**Placed standard cells**

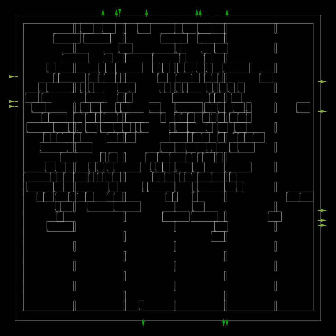
**Wires at chosen ports, followed through buffers**

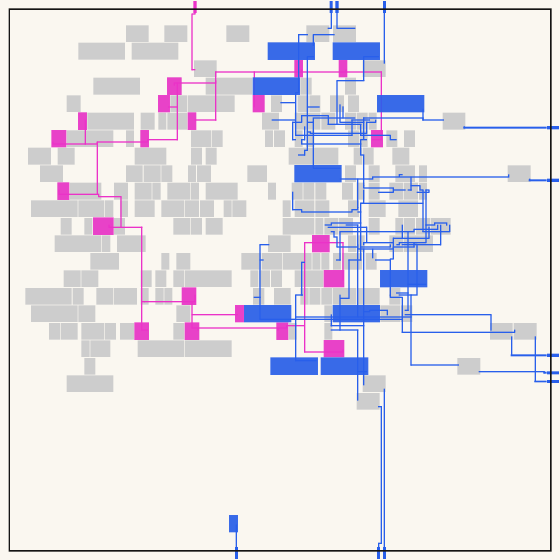
**Wire density map**

The die is cut into 17 by 17 equal tiles; black is low, pale yellow is high, scaled to the fullest tile. Values are wire area over tile area, all layers added.
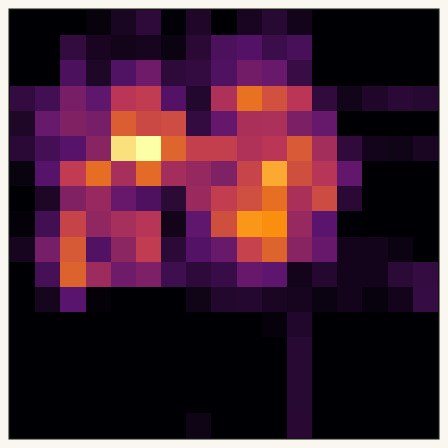
**config.mk**
```make
export PLATFORM = sky130hd
export DESIGN_NAME = logo_scroll_ctrl
export DESIGN_NICKNAME = d
export VERILOG_FILES = /design/src/rtl/logo_scroll_ctrl.sv
export SDC_FILE = /design/constraint.sdc
export NUM_CORES = 1
export LEC_CHECK = 0
export CAP_MARGIN = 30
export CORE_MARGIN = 2
export CORE_UTILIZATION = 25
export CTS_CLUSTER_DIAMETER = 40
export CTS_CLUSTER_SIZE = 10
export DETAILED_ROUTE_END_ITERATION = 10
export SETUP_SLACK_MARGIN = 0.15
export SLEW_MARGIN = 20
export SYNTH_ARGS = -nofsm -noshare
export SYNTH_HDL_FRONTEND = slang
export SYNTH_SLANG_ARGS = --single-unit
```
**constraint.sdc**
```tcl
create_clock -name clk -period 7.55 [get_ports clk]
set_input_delay 1.51 -clock clk [delete_from_list [all_inputs] [get_ports clk]]
set_output_delay 1.51 -clock clk [all_outputs]
set_load 0.005 [all_outputs]
```
**src/rtl/logo_scroll_ctrl.sv**
```systemverilog
// logo_scroll_ctrl
//   Frame-rate animation controller for the VGA logo painters. Produces the
//   horizontal offset `delt` that every letter painter adds to its base X.
//   The offset advances once per video frame, on the falling edge of vsync.
//   It bounces between 0 and MAX_DELT and dwells PAUSE_FRAMES frames at each end.
//
//   Build option: define LOGO_SCROLL_WRAP_EN for unidirectional wrap mode.
//   In that mode delt runs 0 -> MAX_DELT, then restarts at 0, and dir is tied to 0.
//
// Ports
//   clk        : system clock, same domain as the VGA timing generator
//   rst        : synchronous reset, active-high
//   vsync      : VGA vertical sync, active-low, synchronous to clk
//   enable     : 1 = animate, 0 = freeze
//   delt       : logo X offset (registered)
//   frame_tick : one-cycle pulse marking a frame update (registered)
//   dir        : 0 = moving/dwelling right, 1 = left (registered)
//   moving     : 1 while in a MOVE state and enabled (registered)
module logo_scroll_ctrl #(
  parameter int unsigned MAX_DELT     = 200,
  parameter int unsigned STEP         = 2,
  parameter int unsigned PAUSE_FRAMES = 30
) (
  input  logic        clk,
  input  logic        rst,
  input  logic        vsync,
  input  logic        enable,
  output logic [10:0] delt,
  output logic        frame_tick,
  output logic        dir,
  output logic        moving
);

  localparam logic [11:0] STEP_W = 12'(STEP);
  localparam logic [11:0] MAX_W  = 12'(MAX_DELT);

`ifdef LOGO_SCROLL_WRAP_EN
  typedef enum logic [0:0] {IDLE, MOVE_R} state_t;
`else
  typedef enum logic [2:0] {IDLE, MOVE_R, PAUSE_R, MOVE_L, PAUSE_L} state_t;
  localparam logic [7:0] PAUSE_W = 8'(PAUSE_FRAMES);
`endif

  state_t      state_q, state_d;
  logic [10:0] delt_q, delt_d;
  logic        vs_q;
  logic        tick;
  logic        frame_tick_q;
  logic        dir_q, dir_d;
  logic        moving_q, moving_d;
  logic [11:0] sum_w;
`ifndef LOGO_SCROLL_WRAP_EN
  logic [7:0]  pause_q, pause_d;
`endif

  // Falling edge of vsync, gated by enable. All state updates use this strobe.
  // The registered frame_tick therefore appears together with the new delt.
  assign tick  = vs_q & ~vsync & enable;
  assign sum_w = {1'b0, delt_q} + STEP_W;

  always_comb begin
    state_d = state_q;
    delt_d  = delt_q;
`ifdef LOGO_SCROLL_WRAP_EN
    if (tick) begin
      case (state_q)
        IDLE:    state_d = MOVE_R;
        MOVE_R:  delt_d  = (sum_w > MAX_W) ? '0 : sum_w[10:0];
        default: state_d = IDLE;
      endcase
    end
    dir_d    = 1'b0;
    moving_d = enable & (state_d != IDLE);
`else
    pause_d = pause_q;
    if (tick) begin
      case (state_q)
        IDLE: state_d = MOVE_R;
        MOVE_R: begin
          if (sum_w >= MAX_W) begin
            delt_d = MAX_W[10:0];
            if (PAUSE_FRAMES == 0) begin
              state_d = MOVE_L;
            end else begin
              state_d = PAUSE_R;
              pause_d = PAUSE_W;
            end
          end else begin
            delt_d = sum_w[10:0];
          end
        end
        PAUSE_R: begin
          pause_d = pause_q - 8'd1;
          if (pause_q == 8'd1) state_d = MOVE_L;
        end
        MOVE_L: begin
          if ({1'b0, delt_q} <= STEP_W) begin
            delt_d = '0;
            if (PAUSE_FRAMES == 0) begin
              state_d = MOVE_R;
            end else begin
              state_d = PAUSE_L;
              pause_d = PAUSE_W;
            end
          end else begin
            delt_d = delt_q - STEP_W[10:0];
          end
        end
        PAUSE_L: begin
          pause_d = pause_q - 8'd1;
          if (pause_q == 8'd1) state_d = MOVE_R;
        end
        default: state_d = IDLE;
      endcase
    end
    // dir and moving are pure functions of the next state. Because the state
    // holds while enable is low, dir stays frozen. moving is masked by enable.
    dir_d    = (state_d == MOVE_L) || (state_d == PAUSE_L);
    moving_d = enable & ((state_d == MOVE_R) || (state_d == MOVE_L));
`endif
  end

  always_ff @(posedge clk) begin
    if (rst) begin
      vs_q         <= 1'b1;
      state_q      <= IDLE;
      delt_q       <= '0;
      frame_tick_q <= 1'b0;
      dir_q        <= 1'b0;
      moving_q     <= 1'b0;
`ifndef LOGO_SCROLL_WRAP_EN
      pause_q      <= '0;
`endif
    end else begin
      vs_q         <= vsync;
      state_q      <= state_d;
      delt_q       <= delt_d;
      frame_tick_q <= tick;
      dir_q        <= dir_d;
      moving_q     <= moving_d;
`ifndef LOGO_SCROLL_WRAP_EN
      pause_q      <= pause_d;
`endif
    end
  end

  assign delt       = delt_q;
  assign frame_tick = frame_tick_q;
  assign dir        = dir_q;
  assign moving     = moving_q;

endmodule

```
==> deck_impl_summary.md <==
Key Metrics from the Run

Status
  – Status: complete, no violations

Power and ir drop
  – Leakage Power: 0.622 nW
  – Worst IR Drop VDD: 72.8 µV

Synth
  – Number of nets in the synthesized netlist: 216
  – Average footprint of a synthesized cell: 7.71 µm²
  – Post-synth design cell area: 0.00160 mm²
  – Share of synthesized area occupied by flip-flops and latches: 0.313
  – Gate count after technology mapping: 207
  – Post-synthesis async set-or-reset flop share: 0
  – Top flip-flop cell by instance count after synthesis: sky130_fd_sc_hd__dfxtp_1
  – Post-synth EDFFs: 0
  – Dominant cell type by area after synthesis: sky130_fd_sc_hd__dfxtp_1

Clock tree
  – Deepest level of the CTS H-tree: 1
  – Setup fix buffers added after clock tree synthesis: 0
  – Count of instances resized after the clock tree is built: 0
  – CTS Hold Buffers Added: 0
  – Number of buffers inserted during clock tree synthesis: 3
  – Clock-pin slew reported for the worst setup and hold paths after clock tree synthesis: 90 ps

Run
  – Tool Warnings: 29

Final layout
  – Number of nets in the finished design: 223
  – Synth-to-Final Area Change: 14.7%
  – Most numerous logic cells after layout: 25 x sky130_fd_sc_hd__dfxtp_1, 23 x sky130_fd_sc_hd__nor2_1, 20 x sky130_fd_sc_hd__a21oi_1

GRT
  – Maximum number of pins on one net before global-route repair: 21
  – Total grt overflow: 0
  – Number of antenna violations at the first check in global routing: 0

Final timing
  – Slew Viols, Final: 0
  – Part of the cycle the worst path needs: 0.442
  – Fin Setup TNS: 0 ps
  – Final min period: 3340 ps
  – Maximum operating frequency: 300 MHz
  – Max-slew headroom at the worst pin: 0.466
  – Fin. Hold Viols: 0
  – Largest clock skew in the final design: 5.13 ps

Critical path
  – Nature of the critical path startpoint: flop
  – Cell chain of the critical path: ha_1 > nand3_1 > or3_1 > a211o_1 > o21ai_1 > a21boi_1 > or4b_1 > a21oi_1
  – Kind of cell with the highest combined delay on the critical path: AND-OR/OR-AND gates
  – Largest driver fanout on the critical path: 14
  – Buffer-and-inverter tally for the worst setup path: 0
  – Data required time of the worst path: 7760 ps

Route
  – Remaining antenna violation count: 0
  – Via density: 5.26
  – Per-cell routed wire length: 13.0 µm
  – Number of detailed-routing iterations run before antenna repair: 5
  – Iteration-0 DRC count of the detailed router: 192
  – DRT Wirelength: 3780 µm

Place
  – Global placement routability congestion: 0.802

Die
  – Horizontal die dimension: 83.9 µm
  – # IOs: 18
  – Initial core utilization: 0.254
  – Core region area: 0.00628 mm²
-- 'placed standard cells' (at the start) --
flip-flop and latch count: 25
core occupancy in the finished layout: 0.292

-- 'wires at chosen ports, followed through buffers' (at the start) --
| port | color | bits | direction | edge | end cells | buffers | wire |
|---|---|---|---|---|---|---|---|
| delt | blue | 11 | output | 5 right, 3 bottom, 3 top | 11 | 10 | 741 µm |
| rst | magenta | 1 | input | top | 20 | 1 | 226 µm |

-- 'wire density map' (at the start) --
nearly empty tiles: 44%
densest ninth of the die: center
tiles over half the peak: 11%
emptiest ninth of the die: lower left
fullest tile: 0.51

-- metrics by stage --
stage	power [mW]	setup slack [ps]	instances	area [µm²]	hold slack [ps]
after global routing	0.252	3870	290	1830	518
after detailed placement	0.159	3920	286	1790	469
after CTS	0.242	4200	290	1830	484
after floorplan	0.153	4490	207	1600	446
after global placement	0.159	3970	286	1790	468
final	0.238	4210	290	1830	480
-- worst paths after layout --
check                          start                 endpoint  slack (ps)  cells past startpoint
max             delt[1]$_SDFFE_PP0P_  pause_q[5]$_SDFFE_PP0P_        4210                      8
min          pause_q[7]$_SDFFE_PP0P_  pause_q[7]$_SDFFE_PP0P_         480                      2
max reg2reg     delt[1]$_SDFFE_PP0P_  pause_q[5]$_SDFFE_PP0P_        4210                      8
min reg2reg  pause_q[7]$_SDFFE_PP0P_  pause_q[7]$_SDFFE_PP0P_         480                      2
-- layer usage --
metal	vias to the layer above	track usage	wire length [µm]
met1	721	0.151	1910
met2	18	0.188	1750
met3	2	0.0307	117
met5	-	0	0
met4	0	0.0249	8
li1	785	-	-
-- final cells by class --
type | instances | area, µm²
inverters | 5 | 18.8
fillers | 663 | 4450
clock buffers | 4 | 45.0
flip-flops and latches | 25 | 500
multi-input cells | 163 | 1010
repair buffers | 16 | 160
well taps | 77 | 96.3
-- cell families (layout without fill, tap and decap cells) --
logic type	count (synthesis)	after routing	share of synthesized area
XOR/XNOR	5	5	0.0274
buffers and inverters	19	25	0.0541
adder cells (fa/ha/maj)	5	5	0.0392
flip-flops	25	25	0.313
other	1	1	0.00235
AND/OR/NAND/NOR	84	84	0.289
multiplexers	1	1	0.00627
AND-OR/OR-AND	67	67	0.268
-- registers in the layout (all words and copies together), names as in the netlist --
| signal | flops |
|---|---|
| delt | 10 |
| dir | 1 |
| moving | 1 |
| pause_q | 8 |
| state_q | 3 |
| frame_tick | 1 |
| vs_q | 1 |
-- report_power, final --
group	internal, mW	switching, mW	leakage [nW]
Sequential	0.133	0.00231	0.202
Combinational	0.00882	0.0113	0.398
Clock	0.0378	0.0441	0.0228
-- synth_stat cells, drive strengths merged, types with 3 or more instances --
| master | n |
|---|---|
| dfxtp | 25 |
| nor2 | 23 |
| a21oi | 20 |
| o21ai | 17 |
| nand2 | 15 |
| clkbuf | 8 |
| nor3 | 8 |
| or3 | 8 |
| buf | 6 |
| nand3 | 6 |
| or4 | 6 |
| ha | 5 |
| inv | 5 |
| o31ai | 4 |
| a211oi | 3 |
| a31oi | 3 |
| nand4 | 3 |
| nor4 | 3 |
| xnor2 | 3 |
-- worst register-to-register path, stage by stage, from the launching register on --
cell                       delay, ps
sky130_fd_sc_hd__dfxtp_1         550
sky130_fd_sc_hd__ha_1            320
sky130_fd_sc_hd__nand3_1         220
sky130_fd_sc_hd__or3_1           400
sky130_fd_sc_hd__a211o_1         310
sky130_fd_sc_hd__o21ai_1         400
sky130_fd_sc_hd__a21boi_1        360
sky130_fd_sc_hd__or4b_1          580
sky130_fd_sc_hd__a21oi_1         140
Power and IR drop assume default switching activity.
